`src/rtl/mem_rd_delay_cal.sv`:
```
// Read-capture phase calibration: sweeps the 4-bit PLL delay code, tests each code,
// then programs the floor centre of the widest passing window (manual override when idle).
module mem_rd_delay_cal #(
  parameter int unsigned SETTLE_CYCLES  = 1024,
  parameter int unsigned TIMEOUT_CYCLES = 65535,
  parameter int unsigned DEFAULT_DELAY  = 8
) (
  input  logic        clk,
  input  logic        rst,
  input  logic        cal_start,
  input  logic        man_wr,
  input  logic [3:0]  man_delay,
  output logic [3:0]  delay,
  output logic        test_go,
  input  logic        test_done,
  input  logic        test_ok,
  output logic        busy,
  output logic        cal_done,
  output logic        cal_fail,
  output logic [15:0] pass_map,
  output logic [3:0]  win_start,
  output logic [4:0]  win_len
);

  // state    | meaning
  // S_IDLE   | waiting for cal_start, accepts manual delay writes
  // S_SET    | drive the current sweep code onto delay
  // S_SETTLE | wait for PLL re-lock / FIFO flush
  // S_TEST   | one-cycle test_go request
  // S_WAIT   | wait for test_done or timeout
  // S_NEXT   | update run trackers, advance code
  // S_PICK   | latch best window and target code
  // S_APPLY  | drive target code and let it settle
  // S_DONE   | pulse cal_done, drop busy
  typedef enum logic [3:0] {
    S_IDLE, S_SET, S_SETTLE, S_TEST, S_WAIT, S_NEXT, S_PICK, S_APPLY, S_DONE
  } state_t;

  localparam logic [3:0]  DEF_CODE  = 4'(DEFAULT_DELAY);
  localparam logic [31:0] SETTLE_LD = 32'(SETTLE_CYCLES);
  localparam logic [31:0] TMO_LD    = 32'(TIMEOUT_CYCLES);

  state_t      state_q, state_d;
  logic [3:0]  code_q, code_d;
  logic [31:0] cnt_q, cnt_d;
  logic [3:0]  delay_q, delay_d;
  logic        busy_q, busy_d;
  logic        cal_fail_q, cal_fail_d;
  logic [15:0] pass_map_q, pass_map_d;
  logic [3:0]  win_start_q, win_start_d;
  logic [4:0]  win_len_q, win_len_d;
  logic [3:0]  run_start_q, run_start_d;
  logic [4:0]  run_len_q, run_len_d;
  logic [3:0]  best_start_q, best_start_d;
  logic [4:0]  best_len_q, best_len_d;
  logic [3:0]  target_q, target_d;

  logic [4:0]  run_len_inc;
  logic [3:0]  run_start_new;
  logic [4:0]  half_len;

  // Down-counter terminal count; a load of 0 still yields one cycle in the state.
  logic        cnt_tc;
  assign cnt_tc = (cnt_q <= 32'd1);

  always_ff @(posedge clk) begin
    if (rst) begin
      state_q      <= S_IDLE;
      code_q       <= 4'd0;
      cnt_q        <= 32'd0;
      delay_q      <= DEF_CODE;
      busy_q       <= 1'b0;
      cal_fail_q   <= 1'b0;
      pass_map_q   <= 16'd0;
      win_start_q  <= 4'd0;
      win_len_q    <= 5'd0;
      run_start_q  <= 4'd0;
      run_len_q    <= 5'd0;
      best_start_q <= 4'd0;
      best_len_q   <= 5'd0;
      target_q     <= DEF_CODE;
    end else begin
      state_q      <= state_d;
      code_q       <= code_d;
      cnt_q        <= cnt_d;
      delay_q      <= delay_d;
      busy_q       <= busy_d;
      cal_fail_q   <= cal_fail_d;
      pass_map_q   <= pass_map_d;
      win_start_q  <= win_start_d;
      win_len_q    <= win_len_d;
      run_start_q  <= run_start_d;
      run_len_q    <= run_len_d;
      best_start_q <= best_start_d;
      best_len_q   <= best_len_d;
      target_q     <= target_d;
    end
  end

  always_comb begin
    run_len_inc   = run_len_q + 5'd1;
    run_start_new = (run_len_q == 5'd0) ? code_q : run_start_q;
    half_len      = (best_len_q - 5'd1) >> 1;
  end

  always_comb begin
    state_d      = state_q;
    code_d       = code_q;
    cnt_d        = cnt_q;
    delay_d      = delay_q;
    busy_d       = busy_q;
    cal_fail_d   = cal_fail_q;
    pass_map_d   = pass_map_q;
    win_start_d  = win_start_q;
    win_len_d    = win_len_q;
    run_start_d  = run_start_q;
    run_len_d    = run_len_q;
    best_start_d = best_start_q;
    best_len_d   = best_len_q;
    target_d     = target_q;

    case (state_q)
      S_IDLE: begin
        if (cal_start) begin
          busy_d       = 1'b1;
          code_d       = 4'd0;
          pass_map_d   = 16'd0;
          run_start_d  = 4'd0;
          run_len_d    = 5'd0;
          best_start_d = 4'd0;
          best_len_d   = 5'd0;
          state_d      = S_SET;
        end else if (man_wr) begin
          delay_d = man_delay;
        end
      end
      S_SET: begin
        delay_d = code_q;
        cnt_d   = SETTLE_LD;
        state_d = S_SETTLE;
      end
      S_SETTLE: begin
        if (cnt_tc) begin
          cnt_d   = 32'd0;
          state_d = S_TEST;
        end else begin
          cnt_d = cnt_q - 32'd1;
        end
      end
      S_TEST: begin
        cnt_d   = TMO_LD;
        state_d = S_WAIT;
      end
      S_WAIT: begin
        // test_done has priority over a simultaneous timeout.
        if (test_done) begin
          pass_map_d[code_q] = test_ok;
          cnt_d              = 32'd0;
          state_d            = S_NEXT;
        end else if (cnt_tc) begin
          pass_map_d[code_q] = 1'b0;
          cnt_d              = 32'd0;
          state_d            = S_NEXT;
        end else begin
          cnt_d = cnt_q - 32'd1;
        end
      end
      S_NEXT: begin
        if (pass_map_q[code_q]) begin
          run_len_d   = run_len_inc;
          run_start_d = run_start_new;
          // Strictly longer only, so ties keep the lowest start.
          if (run_len_inc > best_len_q) begin
            best_len_d   = run_len_inc;
            best_start_d = run_start_new;
          end
        end else begin
          run_len_d = 5'd0;
        end
        if (code_q == 4'd15) begin
          state_d = S_PICK;
        end else begin
          code_d  = code_q + 4'd1;
          state_d = S_SET;
        end
      end
      S_PICK: begin
        win_start_d = best_start_q;
        win_len_d   = best_len_q;
        if (best_len_q == 5'd0) begin
          cal_fail_d = 1'b1;
          target_d   = DEF_CODE;
        end else begin
          cal_fail_d = 1'b0;
          target_d   = best_start_q + half_len[3:0];
        end
        cnt_d   = SETTLE_LD;
        state_d = S_APPLY;
      end
      S_APPLY: begin
        delay_d = target_q;
        if (cnt_tc) begin
          cnt_d   = 32'd0;
          state_d = S_DONE;
        end else begin
          cnt_d = cnt_q - 32'd1;
        end
      end
      S_DONE: begin
        busy_d  = 1'b0;
        state_d = S_IDLE;
      end
      default: state_d = S_IDLE;
    endcase
  end

  assign delay     = delay_q;
  assign test_go   = (state_q == S_TEST);
  assign cal_done  = (state_q == S_DONE);
  assign busy      = busy_q;
  assign cal_fail  = cal_fail_q;
  assign pass_map  = pass_map_q;
  assign win_start = win_start_q;
  assign win_len   = win_len_q;

endmodule

```
`config.mk`:
```
export PLATFORM = sky130hd
export DESIGN_NAME = mem_rd_delay_cal
export DESIGN_NICKNAME = d
export VERILOG_FILES = /design/src/rtl/mem_rd_delay_cal.sv
export SDC_FILE = /design/constraint.sdc
export NUM_CORES = 1
export LEC_CHECK = 0
export CORE_MARGIN = 8
export CORE_UTILIZATION = 59
export DETAILED_ROUTE_END_ITERATION = 8
export PLACE_DENSITY = 0.89
export SYNTH_ARGS = -nofsm -noshare
export SYNTH_HDL_FRONTEND = slang
export SYNTH_SLANG_ARGS = --single-unit
```
`constraint.sdc`:
```
create_clock -name clk -period 3.2 [get_ports clk]
set_clock_uncertainty 0.2 [all_clocks]
set_input_delay 0.48 -clock clk [delete_from_list [all_inputs] [get_ports clk]]
set_output_delay 0.48 -clock clk [all_outputs]
set_load 0.02 [all_outputs]
```
==> images/registers.png <==
Other sequential cells in the stronger gray, the rest of the logic in the fainter gray.
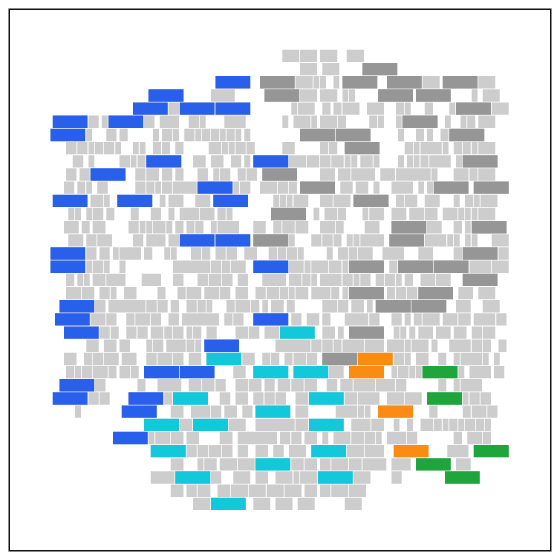
Key: cyan = pass_map [flops 16, where bottom center]; orange = run_start_q [flops 4]; blue = cnt_q [flops 32]; green = run_len_q [flops 5, where lower right]
Another 36 sequential cells are not colored.
flop share of the area: 0.308
Final Core Density: 0.671
seq pwr: 0.00148 W
Sequential Area: 0.00186 sq mm

==> images/gate_families.png <==
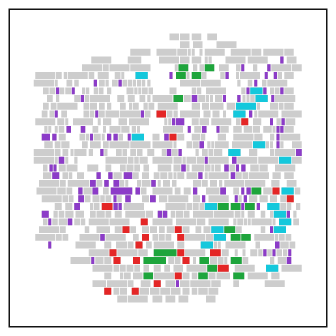
Key: purple = NAND gates [cells 104]; red = AND-OR and OR-AND gates [cells 23]; green = multiplexers [cells 20]; cyan = adder and majority cells [cells 19]
dominant logic cell type in the layout: dfxtp_1
Finished Layout Cells: 797

==> images/met2.png <==
Cells faint in the background.
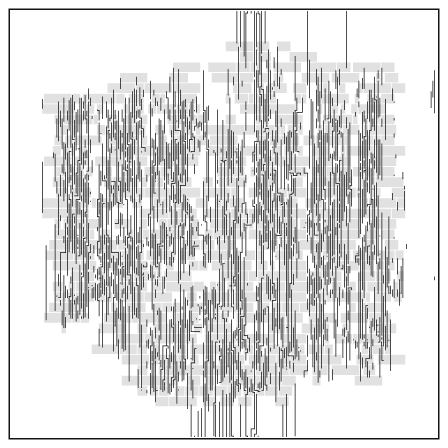
The layer carries 7240 um of wire. 604 nets have wire on it. The longest straight run is 41.8 um. The layer holds 51% of the routed length.

==> qor.txt <==
Slew Viols, Final - 0
Stages on worst setup path - 3
setup slack after layout - 0.121 ns
first-pass GRT wire length - 23.2 mm
Critical path origin - state_q[3]$_SDFFE_PP0P_
ANT nets after route - 0
Commonest flop - dfxtp_1
Post-CTS Hold Buffers - 0
max cap viols - 0
worst ir drop on vdd - 0.438 mV
Mux area share - 0.0428
CP Launch Type - register
vias in the first global route - 4926
status - finished clean
port bufs - 42
power density cells - 679 mW/mm^2
Gate power share - 0.452
post-synthesis sequential area ratio - 0.346
post-route DRC violation count - 0
Worst Hold Launch - win_start[0]$_SDFFE_PP0P_
post-CTS resize count - 0
Top cells excl fill/tap - 93 x dfxtp_1, 57 x nand2_1, 54 x nor2_1
Mapped Nets - 687
hold path cells - 2
Worst Tran Pin Value - 0.682 ns
Final Hold Viols - 0
worst reg-to-reg setup slack - 0.39 ns
top-area cell type share of the netlist area - 0.346
final setup vio count - 0
CP Class - reg2out
FF-to-FF path depth - 5
Worst Path Buf+Inv - 2
Crit. End Element - output port
Crit-path slowest cell - clkdlybuf4s50_1
setup TNS - 0 ns
WP data required - 2.52 ns
min Tclk post-route - 3.08 ns
worst hold endpoint - win_start[0]$_SDFFE_PP0P_
Tcrit/Tclk final - 0.962
Switching Power - 0.00183 W
yosys stat cell total - 658
==> images/met3.png <==
Scale bar: 20 um.
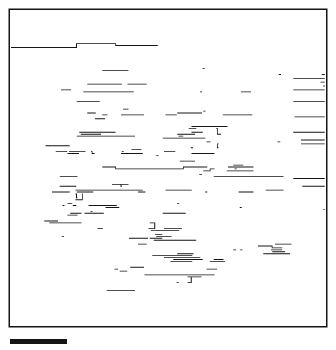
The longest straight run is 24.4 um. 91 nets have wire on it.
final wirelength: 14.1 mm
met3 GRT Util: 0.0344
Via Count: 5240

==> images/final_congestion.png <==
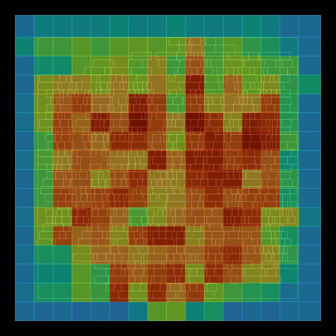
GRT busiest layer: met2
GR Util All Layers: 0.220
met2 usage: 0.385
Global Route met1 Usage: 0.252
wire per inst: 17.6 um

==> cell type report <==
class / instances / area (sq um) / share of cell area
Clock buffer: 9 / 124 / 0.0205
Tap cell: 111 / 139 / 0.0229
Clock inverter: 7 / 66.3 / 0.0110
Timing Repair Buffer: 60 / 551 / 0.0910
Inverter: 26 / 97.6 / 0.0161
Sequential cell: 93 / 1860 / 0.308
Multi-Input combinational cell: 491 / 3210 / 0.531
==> registers in the layout, indices dropped and copies added (netlist names) <==
name / count
cnt_q: 32
pass_map: 16
best_len_q: 5
run_len_q: 5
win_len: 5
best_start_q: 4
code_q: 4
delay: 4
run_start_q: 4
state_q: 4
target_q: 4
win_start: 4
busy: 1
cal_fail: 1
==> worst register-to-register path, stage by stage (launching register included) <==
cell and delay, ns:
dfxtp_1 0.37, or4_1 0.62, nor4_4 0.47, nand4_4 0.18, a211oi_4 0.65, a211oi_1 0.17
==> per-stage QoR <==
step,utilization,area [sq um]
after floorplan,-,5380
final,0.671,6050
after CTS,0.671,6050
after detailed placement,0.650,5860
after global placement,0.650,5860
after global routing,0.671,6050
==> layer usage <==
| layer | share of wire | track usage |
|---|---|---|
| met1 | 0.40 | 0.252 |
| met2 | 0.51 | 0.385 |
| met3 | 0.057 | 0.0344 |
| met4 | 0.023 | 0.114 |
| met5 | 0 | 0 |
==> power groups by stage <==
| stage | clock network [W] | registers (W) | logic [W] |
|---|---|---|---|
| after floorplan | 0 | 0.00144 | 0.00145 |
| after global placement | 0 | 0.00148 | 0.00174 |
| after detailed placement | 0 | 0.00150 | 0.00181 |
| after CTS | 0.000787 | 0.00147 | 0.00183 |
| after global routing | 0.000831 | 0.00150 | 0.00204 |
| final | 0.000777 | 0.00148 | 0.00186 |
No activity file was given, so power comes from the tool's default toggle rates.
